<file path="config.mk">
export PLATFORM = sky130hd
export DESIGN_NAME = hazard_sequencer
export DESIGN_NICKNAME = d
export VERILOG_FILES = /design/src/rtl/hazard_pkg.sv /design/src/rtl/hazard_sequencer_sat_counter.sv /design/src/rtl/hazard_sequencer.sv
export SDC_FILE = /design/constraint.sdc
export NUM_CORES = 1
export LEC_CHECK = 0
export CORE_ASPECT_RATIO = 1.4
export CORE_MARGIN = 2
export CORE_UTILIZATION = 36
export DETAILED_ROUTE_END_ITERATION = 12
export GPL_TIMING_DRIVEN = 0
export PLACE_DENSITY_LB_ADDON = 0.1
export SYNTH_ARGS = -nofsm -noshare
export SYNTH_HDL_FRONTEND = slang
export SYNTH_HIERARCHICAL = 1
export SYNTH_SLANG_ARGS = --single-unit
export TNS_END_PERCENT = 1
</file>
<file path="constraint.sdc">
create_clock -name clk_i -period 4.7 [get_ports clk_i]
set_clock_uncertainty 0.15 [all_clocks]
set_input_delay 0.47 -clock clk_i [delete_from_list [all_inputs] [get_ports clk_i]]
set_output_delay 0.47 -clock clk_i [all_outputs]
set_load 0.01 [all_outputs]
</file>
<file path="src/rtl/hazard_pkg.sv">
// Shared definitions for the pipeline hazard controller and the forwarding unit.
package hazard_pkg;

  typedef enum logic [1:0] {
    IDLE     = 2'd0,
    RUN      = 2'd1,
    MEM_WAIT = 2'd2
  } state_t;

  localparam logic [4:0] ZERO_REG = 5'd0;

endpackage

</file>
<file path="src/rtl/hazard_sequencer_sat_counter.sv">
// Saturating up-counter: holds at all-ones instead of wrapping.
module sat_counter #(
  parameter int unsigned W = 32
) (
  input  logic         clk_i,
  input  logic         rst_i,
  input  logic         inc_i,
  output logic [W-1:0] cnt_o
);

  always_ff @(posedge clk_i or negedge rst_i) begin
    if (!rst_i) begin
      cnt_o <= '0;
    end else if (inc_i && (cnt_o != '1)) begin
      cnt_o <= cnt_o + 1'b1;
    end
  end

endmodule

</file>
<file path="src/rtl/hazard_sequencer.sv">
// Stall/flush/freeze controller for hazards the forwarding unit cannot resolve,
// with a timeout on data-memory waits and saturating performance counters.
module hazard_sequencer
  import hazard_pkg::*;
#(
  parameter int unsigned CNT_W   = 32,
  parameter int unsigned TIMEOUT = 255,
  parameter int unsigned TO_W    = $clog2(TIMEOUT + 1)
) (
  input  logic             clk_i,
  input  logic             rst_i,
  input  logic             start_i,
  input  logic [4:0]       Rs1_i,
  input  logic [4:0]       Rs2_i,
  input  logic             Rs1Used_i,
  input  logic             Rs2Used_i,
  input  logic [4:0]       EXRd_i,
  input  logic             EXMemRead_i,
  input  logic             BranchTaken_i,
  input  logic             MemReq_i,
  input  logic             MemAck_i,
  output logic             PCWrite_o,
  output logic             IFIDWrite_o,
  output logic             NoOp_o,
  output logic             Flush_o,
  output logic             Freeze_o,
  output logic             Err_o,
  output logic [CNT_W-1:0] BubbleCnt_o,
  output logic [CNT_W-1:0] FlushCnt_o,
  output logic [CNT_W-1:0] FreezeCnt_o
);

  state_t          state_q, state_d;
  logic [TO_W-1:0] wcnt_q, wcnt_d;
  logic            err_q, err_d;
  logic            load_use, mem_hold;
  logic            bub_inc, freeze_inc;

  assign load_use = EXMemRead_i && (EXRd_i != ZERO_REG) &&
                    ((Rs1Used_i && (EXRd_i == Rs1_i)) ||
                     (Rs2Used_i && (EXRd_i == Rs2_i)));
  assign mem_hold = MemReq_i && !MemAck_i;

  always_ff @(posedge clk_i or negedge rst_i) begin
    if (!rst_i) begin
      state_q <= IDLE;
      wcnt_q  <= '0;
      err_q   <= 1'b0;
    end else begin
      state_q <= state_d;
      wcnt_q  <= wcnt_d;
      err_q   <= err_d;
    end
  end

  always_comb begin
    state_d     = state_q;
    wcnt_d      = wcnt_q;
    err_d       = err_q;
    Freeze_o    = 1'b0;
    PCWrite_o   = 1'b0;
    IFIDWrite_o = 1'b0;
    NoOp_o      = 1'b0;
    Flush_o     = 1'b0;

    case (state_q)
      IDLE: begin
        Freeze_o = 1'b1;
        if (start_i) begin
          state_d = RUN;
          err_d   = 1'b0;
        end
      end
      RUN: begin
        if (mem_hold) begin
          Freeze_o = 1'b1;
          state_d  = MEM_WAIT;
          wcnt_d   = TO_W'(1);
        end
      end
      MEM_WAIT: begin
        if (MemAck_i) begin
          state_d = RUN;
        end else begin
          Freeze_o = 1'b1;
          if (wcnt_q == TO_W'(TIMEOUT)) begin
            err_d   = 1'b1;
            state_d = IDLE;
          end else begin
            wcnt_d = wcnt_q + TO_W'(1);
          end
        end
      end
      default: begin
        Freeze_o = 1'b1;
        state_d  = IDLE;
      end
    endcase

    // Freeze outranks load-use, which outranks a taken branch (it re-resolves next cycle).
    if (Freeze_o) begin
      PCWrite_o   = 1'b0;
      IFIDWrite_o = 1'b0;
    end else if (load_use) begin
      NoOp_o = 1'b1;
    end else if (BranchTaken_i) begin
      Flush_o     = 1'b1;
      PCWrite_o   = 1'b1;
      IFIDWrite_o = 1'b1;
    end else begin
      PCWrite_o   = 1'b1;
      IFIDWrite_o = 1'b1;
    end
  end

  assign Err_o      = err_q;
  assign bub_inc    = !Freeze_o && load_use;
  assign freeze_inc = Freeze_o && (state_q != IDLE);

  sat_counter #(.W(CNT_W)) u_bubble_cnt (
    .clk_i (clk_i),
    .rst_i (rst_i),
    .inc_i (bub_inc),
    .cnt_o (BubbleCnt_o)
  );

  sat_counter #(.W(CNT_W)) u_flush_cnt (
    .clk_i (clk_i),
    .rst_i (rst_i),
    .inc_i (Flush_o),
    .cnt_o (FlushCnt_o)
  );

  sat_counter #(.W(CNT_W)) u_freeze_cnt (
    .clk_i (clk_i),
    .rst_i (rst_i),
    .inc_i (freeze_inc),
    .cnt_o (FreezeCnt_o)
  );

endmodule

</file>
==> results.tsv, run 1 <==
stage	metric	value	unit
routing	DRT Pass-1 Iters	4	
power	leakage	2.98	nW
finish	combinational gate area	2960	µm²
synth	xor/xnor share	14.8	%
routing	Initial DRC Count	199	
sta	Peak Freq	271	MHz
clock_network	root buf cell	clkbuf_16	
sta	final count of negative-setup-slack endpoints	0	
worst_setup_path	Arrival @ worst endpoint	3070	ps
worst_setup_path	Critical Path RT	4080	ps
routing	routed wl met3	868	µm
run	max-cap violations	0	
finish	n_diodes	0	
outcome	failing checks	hold timing	
worst_setup_path	CP max stage cell	clkdlybuf4s50_1	
clock_network	post-CTS resize count	0	
synth	asr flop ratio synth	100	%
sta	Hold WS	-5.74	ps
synth	YS chip area	5750	µm²
outcome	status	finished, violations left	
grt	vias in the first global route	4888	
floorplanning	top-level I/O count	126	
clock_network	Max H-tree Level	3	
synth	Synth Warn #	6	
worst_setup_path	CP Max Fanout	7	
placement	Port Buffer Count	125	
worst_setup_path	CP cell instances	clkdlybuf4s50_1, or4_1, o21a_1, a21oi_1, clkdlybuf4s50_1	
sta	final-report hold violation count	3	
synth	Syn Std Cell Area	5750	µm²
power	PD cells	344	nW/µm²
routing	ANT nets after route	0	
floorplanning	core area	15600	µm²
worst_setup_path	Worst setup SP type	input port	
run 1: stage by stage:
stage	instance area (µm²)	utilization, %	TNS, ps
after global placement	7250	46.4	-132100
after detailed placement	7270	46.6	0
final	7590	48.6	0
after global routing	7590	48.6	0
after floorplan	5750	-	0
after CTS	7590	48.6	0
run 1: worst paths after layout:
kind	from	endpoint	slack, ps	cells past startpoint
worst max-delay path	EXRd_i[1]	Flush_o	1010	5
worst min-delay path	rst_i	wcnt_q[4]	-6	1
worst max register to register	state_q[0]	u_flush_cnt/cnt_o[29]	1220	13
worst min register to register	wcnt_q[6]	wcnt_q[6]	360	1
max in group asynchronous	rst_i	u_flush_cnt/cnt_o[20]	3680	2
min in group clk_i	wcnt_q[6]	wcnt_q[6]	360	1
run 1: where the power goes:
part | leakage (nW) | internal (W) | switching [W]
combinational | 1.37 | 0.000350 | 0.000331
sequential | 1.47 | 0.000999 | 0.000104
clock | 0.141 | 0.000468 | 0.000356
total | 2.98 | 0.00182 | 0.000792
run 1: kinds of logic after synthesis:
kind of cell             Yosys count
AND/OR/NAND/NOR                  266
flip-flops                       107
XOR/XNOR                          97
AND-OR/OR-AND                     48
buffers and inverters             19
multiplexers                       8
adder cells (fa/ha/maj)            8
run 1: synthesized netlist by cell type (all sizes together), types with 7 or more instances:
master | count | share of area (%)
dfrtp | 107 | 47
xnor2 | 82 | 12
nand2 | 58 | 3.9
nand3 | 52 | 4.8
nand4 | 51 | 5.9
nor2 | 34 | 2.3
nor3 | 17 | 2.0
nor4 | 15 | 2.7
xor2 | 15 | 2.3
and4 | 12 | 1.8
a21oi | 11 | 0.96
o31ai | 11 | 2.2
inv | 9 | 0.59
and3 | 8 | 0.87
ha | 8 | 1.7
mux2 | 8 | 1.6
o211ai | 8 | 1.0
or4 | 8 | 1.4
buf | 7 | 1.2
run 1: per-layer routing:
metal	vias up	track usage [%]
li1	2290	-
met1	2336	22.3
met4	0	6.67
met5	-	0
met3	17	3.67
met2	140	31.8
run 1: layout make-up:
class,instances,area share (%)
buffer,10,1.05
clock buffer,10,3.02
clock inverter,6,1.19
inverter,9,0.445
multi-input combinational,427,39.0
sequential,107,35.3
tap,196,3.23
timing repair buffer,126,16.8
run 1: sequential cells by signal, indices dropped and copies added (netlist names):
register,count
u_bubble_cnt/cnt_o,32
u_freeze_cnt/cnt_o,32
Err_o,1
wcnt_q,8
state_q,2
u_flush_cnt/cnt_o,32
==> run_1/layers.png <==
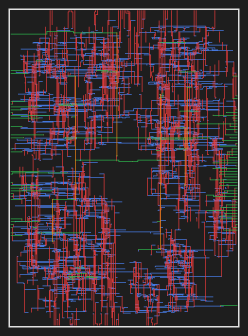
| color | layer | wire length |
|---|---|---|
| orange | M4 | 273 µm |
| green | M3 | 868 µm |
| blue | M1 | 6,310 µm |
| red | M2 | 7,640 µm |
Vias: 4,783
drt wl/cell: 16.9 µm

==> run_1/clock_wires.png <==
The bar under the picture is 20 µm long.
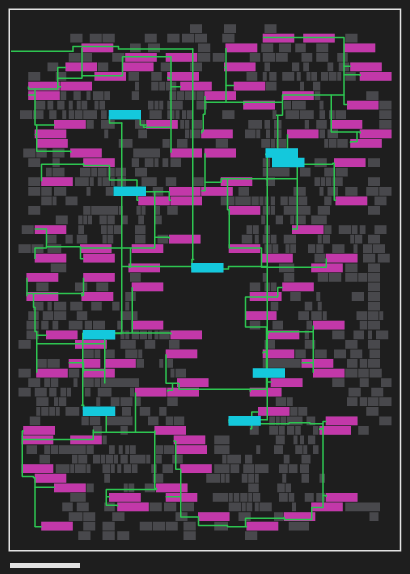
[cyan] clock-net drivers | count: 9
[magenta] flip-flops | count: 107
[green] clock wires | length: 1,460 µm
flops lie: widely spread
Clock power frac: 31.6%
P_clk: 0.000824 W
clock latency on the worst-skew pair: 360 ps

==> run_1/congestion_map.png <==
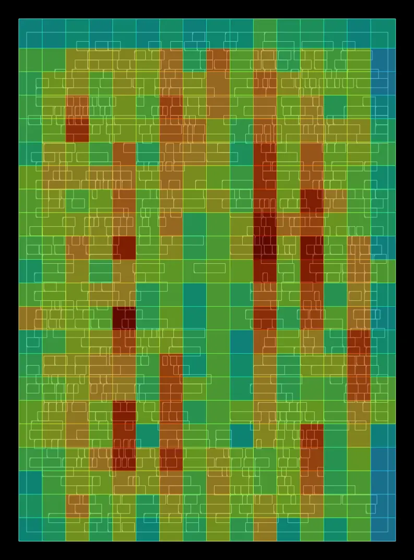
grt met3 use: 3.67%
GRT Total Usage: 18.2%
Final Core Density: 48.6%
GR Util met2: 31.8%

==> run_1/m2.png <==
Cells faint in the background.
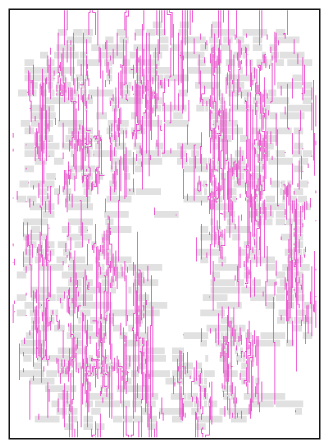
nets with wire on the layer: 625
longest straight run: 61.9 µm
main direction: vertical
final wirelength: 15.1 mm

==> run_1/m3.png <==
The bar under the picture is 20 µm long. Cells faint in the background.
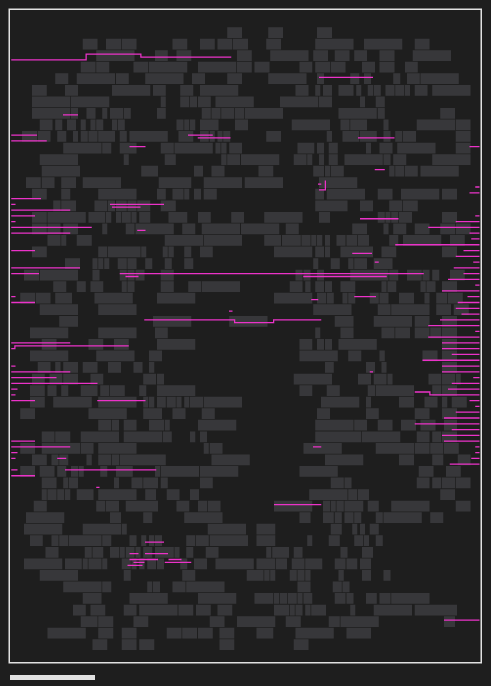

==> run 1 -> run 2 <==
- clock period: 4.7 -> 3.4 ns (I/O delays scaled with it)
==> run_2/m3.png <==
The bar under the picture is 20 µm long. Cells faint in the background.
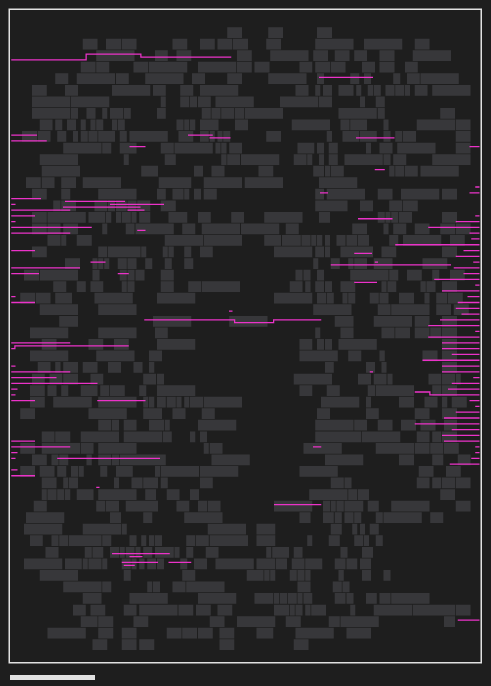
main direction: horizontal
share of all routed wire: 5.5%
nets with wire on the layer: 97
longest straight run: 28.1 µm
Vias: 4,759
final wirelength: 15.1 mm
grt met3 use: 3.63%

==> run_2/congestion_map.png <==
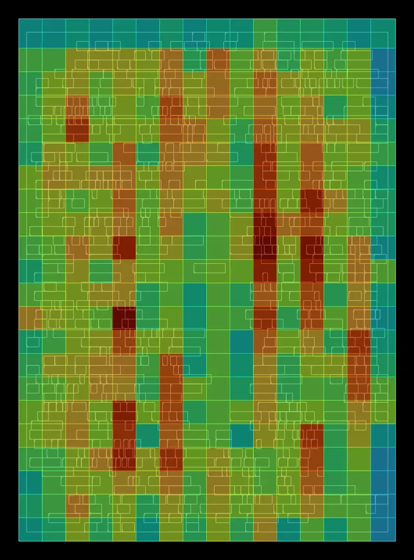
Final Core Density: 48.8%
met1 Use GR: 22.3%

==> results.tsv, run 2 <==
stage	metric	value	unit
floorplanning	core area	15600	µm²
synth	Synth area leader	dfrtp_1	
finish	Layout fillers	1492	
worst_setup_path	Worst setup SP type	input port	
power	Sw Share	30.4	%
grt	vias in the first global route	4888	
routing	drt wl/cell	16.9	µm
synth	synth top area cells	dfrtp_1 (47%), xnor2_1 (12%), nand4_1 (5.2%)	
finish	n_diodes	0	
power	PD cells	475	nW/µm²
synth	synth cell count leaders	dfrtp_1 (107), xnor2_1 (82), nand2_1 (55)	
synth	Yosys top cell by instances	dfrtp_1	
routing	ANT nets after route	0	
placement	Port Buffer Count	125	
placement	placed instance count	875	
clock_network	root buf cell	clkbuf_16	
power	Logic pwr share	26.3	%
grt	pin count of the biggest net entering global routing	58	
synth	YS chip area	5750	µm²
power	Cell Int Power	0.00252	W
synth	asr flop ratio synth	100	%
synth	Syn Std Cell Area	5750	µm²
power	leakage	2.99	nW
power	switching power	0.00110	W
finish	largest registers	u_bubble_cnt/cnt_o x32, u_flush_cnt/cnt_o x32, u_freeze_cnt/cnt_o x32	
placement	Post-DP Area	7270	µm²
routing	Initial DRC Count	203	
finish	Finished Cell Area	7610	µm²
floorplanning	top-level I/O count	126	
power	Reg power frac	42.2	%
finish	combinational gate area	2970	µm²
power	Clock power frac	31.5	%
synth	xor/xnor share	14.8	%
sta	final count of negative-setup-slack endpoints	0	
run	max-cap violations	0	
power	Power Total	0.00361	W
worst_setup_path	Critical Path RT	3530	ps
synth	area share, top type	46.6	%
outcome	status	finished clean	
sta	final setup TNS	0	ps
worst_setup_path	CP Max Fanout	7	
sta	Peak Freq	319	MHz
finish	Final nets	723	
==> run 2: area by class of cell <==
type	instances	area share, %
Multi-Input combinational cell	427	39.0
Sequential cell	107	35.2
Timing Repair Buffer	127	16.9
Tap cell	196	3.22
Clock buffer	10	3.01
Clock inverter	6	1.18
Buffer	10	1.05
Inverter	9	0.444
==> run 2: path summary, 6_finish.rpt <==
check	start	end	slack [ps]	cells past startpoint
hold / removal	wcnt_q[6]	wcnt_q[6]	360	1
hold reg to reg	wcnt_q[6]	wcnt_q[6]	360	1
max in group asynchronous	rst_i	u_flush_cnt/cnt_o[20]	1960	3
setup reg to reg	state_q[0]	u_flush_cnt/cnt_o[29]	290	13
setup / recovery	EXRd_i[0]	u_bubble_cnt/cnt_o[29]	270	11
min in group asynchronous	rst_i	wcnt_q[4]	410	2
==> run 2: per-stage QoR <==
step	setup WS, ps	hold slack, ps
floorplan	578	-106
global placement	-2410	336
detailed placement	-377	273
CTS	176	359
global route	13.6	382
finish	270	360
==> run 2: logic make-up after synthesis <==
family,count (synthesis)
muxes,8
adders and majority gates,8
buffers and inverters,19
and+or+nand+nor,266
xor gates and xnor gates,97
AOI/OAI and AO/OA,48
DFF,107
==> run 2: power groups by stage <==
stage | Clock [W] | Sequential, W | Combinational (W)
2_1_floorplan | 0 | 0.00156 | 0.000500
3_3_place_gp | 0 | 0.00154 | 0.000923
3_5_place_dp | 0 | 0.00155 | 0.000946
6_report | 0.00114 | 0.00153 | 0.000951
5_1_grt | 0.00123 | 0.00155 | 0.00106
4_1_cts | 0.00118 | 0.00152 | 0.000956
==> run 2: routing by layer <==
| metal | share of wire, % | track usage [%] |
|---|---|---|
| met1 | 42 | 22.3 |
| met2 | 51 | 31.8 |
| met3 | 5.5 | 3.63 |
| met4 | 1.7 | 6.67 |
| met5 | 0 | 0 |
==> run 2: worst max-delay path: stages <==
cell,delay [ps]
clkdlybuf4s50_1,470
xnor2_1,240
nand4_1,150
o22ai_1,370
and3_1,440
and3_1,250
nor2b_1,130
clkbuf_1,330
nand4_1,160
nor4_2,220
xor2_1,170
==> run 2: timing repair <==
item | in CTS | in global routing
endpoints found under the setup margin | 4 | 2
endpoints found under the hold margin | 50 | 0
hold buffers | 1 | 0
gates resized | 1 | 1
==> run_2/layers.png <==
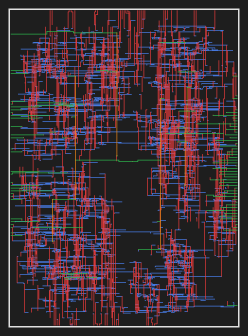

==> run 2 -> run 3 <==
- CORE_ASPECT_RATIO: 1.4 -> unset
==> run_3/layers.png <==
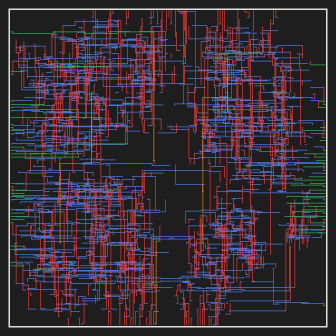
| color | layer | wire length |
|---|---|---|
| green | M3 | 609 µm |
| orange | M4 | 231 µm |
| blue | M1 | 7,030 µm |
| red | M2 | 6,750 µm |
final wirelength: 14.6 mm
Vias: 4,743

==> run_3/m2.png <==
Cells faint in the background.
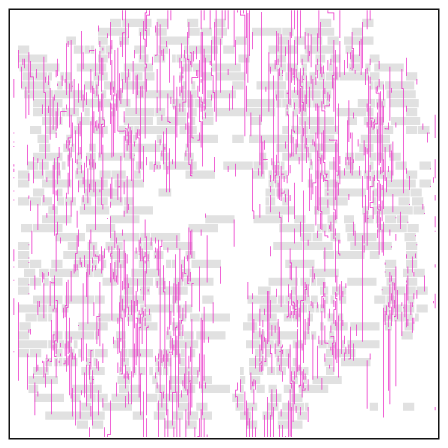
main direction: vertical
wire length on this layer: 6,750 µm
share of all routed wire: 46%
nets with wire on the layer: 642
longest straight run: 66.6 µm
GR Util met2: 29.0%

==> results.tsv, run 3 <==
stage	metric	value	unit
outcome	status	finished clean	
synth	YS chip area	5750	µm²
worst_setup_path	Critical Path RT	3530	ps
power	Clock power frac	32.9	%
routing	DRT Pass-1 Iters	4	
routing	Top Layer Used	met4	
hold_path	Min-Delay Startpoint	u_bubble_cnt/cnt_o[31]	
placement	Port Buffer Count	125	
worst_setup_path	RR Endpoint	u_flush_cnt/cnt_o[29]	
power	leakage	3.01	nW
sta	final count of negative-setup-slack endpoints	0	
placement	setup slack at placement	-531	ps
worst_setup_path	cells on worst reg2reg path	13	
grt	vias in the first global route	4696	
sta	final-report hold violation count	0	
placement	Post-DP Area	7300	µm²
synth	Yosys top cell by instances	dfrtp_1	
clock_network	root buf cell	clkbuf_16	
routing	ANT nets after route	0	
synth	synth top area cells	dfrtp_1 (47%), xnor2_1 (12%), nand4_1 (5.2%)	
power	Power Total	0.00367	W
grt	GRT Total Usage	17.9	%
sta	Peak Freq	303	MHz
synth	asr flop ratio synth	100	%
finish	largest registers	u_bubble_cnt/cnt_o x32, u_flush_cnt/cnt_o x32, u_freeze_cnt/cnt_o x32	
clock_network	clock latency on the worst-skew pair	350	ps
grt	pin count of the biggest net entering global routing	56	
finish	Final nets	723	
finish	Final Core Density	48.5	%
power	Cell Int Power	0.00261	W
worst_setup_path	Arrival @ worst endpoint	3430	ps
power	Sw Share	28.9	%
routing	met1 wire length	7.03	mm
routing	routed wl met3	609	µm
sta	setup slack after layout	99.8	ps
## run 3: cell count changes in the layout (fill, tap and decap cells not counted)
cell and change:
a21oi_2 +1, a21oi_4 -1, and3_1 -1, and3_2 +1, bufinv_16 +1, clkbuf_8 +1, clkinv_4 +1, clkinvlp_4 -4
## run 3: cell type report
class,instances,area [µm²]
Buffer,10,80.1
Clock buffer,11,243
Clock inverter,4,98.8
Fill cell,1489,8120
Inverter,9,33.8
Multi-Input combinational cell,427,2960
Sequential cell,107,2680
Tap cell,216,270
Timing Repair Buffer,127,1290
## run 3: kinds of logic after synthesis
family | after synthesis | synth area share, %
adders and majority gates | 8 | 1.74
DFF | 107 | 46.6
AOI/OAI and AO/OA | 48 | 6.38
buffers and inverters | 19 | 1.98
and+or+nand+nor | 266 | 27.0
xor gates and xnor gates | 97 | 14.8
muxes | 8 | 1.57
## run 3: critical path: stages
cell             delay (ps)
clkdlybuf4s50_1         460
or4_1                   610
o21a_1                  240
a21oi_2                 470
and3_1                  280
nor2b_1                 140
clkbuf_1                340
nand4_1                 160
nor4_2                  220
xor2_1                  160
## run 3: stage by stage
step / setup TNS [ps] / hold WS [ps]
after floorplan: 0 / -106
after global placement: -270580 / 336
after detailed placement: -8240 / 293
final: 0 / 349
after global routing: -101 / 371
after CTS: 0 / 355
## run 3: per-layer routing
| layer | track usage, % | up-vias |
|---|---|---|
| met1 | 24.3 | 2331 |
| li1 | - | 2300 |
| met2 | 29.0 | 99 |
| met3 | 3.05 | 13 |
| met5 | 0 | - |
| met4 | 6.13 | 0 |
## run 3: worst max path at each step
stage | slack [ps] | endpoint
2_1_floorplan | 580 | u_flush_cnt/cnt_o[29]
3_3_place_gp | -2450 | u_flush_cnt/cnt_o[14]
3_5_place_dp | -530 | u_flush_cnt/cnt_o[29]
4_1_cts | 100 | Flush_o
5_1_grt | -80 | u_flush_cnt/cnt_o[29]
6_report | 100 | u_flush_cnt/cnt_o[29]
## run 3: power groups by stage
stage	combinational [W]	sequential, W	clock (W)
after floorplan	0.000500	0.00156	0
after global placement	0.000927	0.00154	0
after detailed placement	0.000943	0.00155	0
after CTS	0.000953	0.00153	0.00125
after global routing	0.00104	0.00155	0.00130
final	0.000936	0.00153	0.00121
## run 3: timing repair
item | in CTS | in global routing
resized | 1 | 1
setup endpoints to repair | 7 | 3
hold buffers | 1 | 0
endpoints found under the hold margin | 52 | 0
pin swaps | 0 | 0
Power and IR drop assume default switching activity.
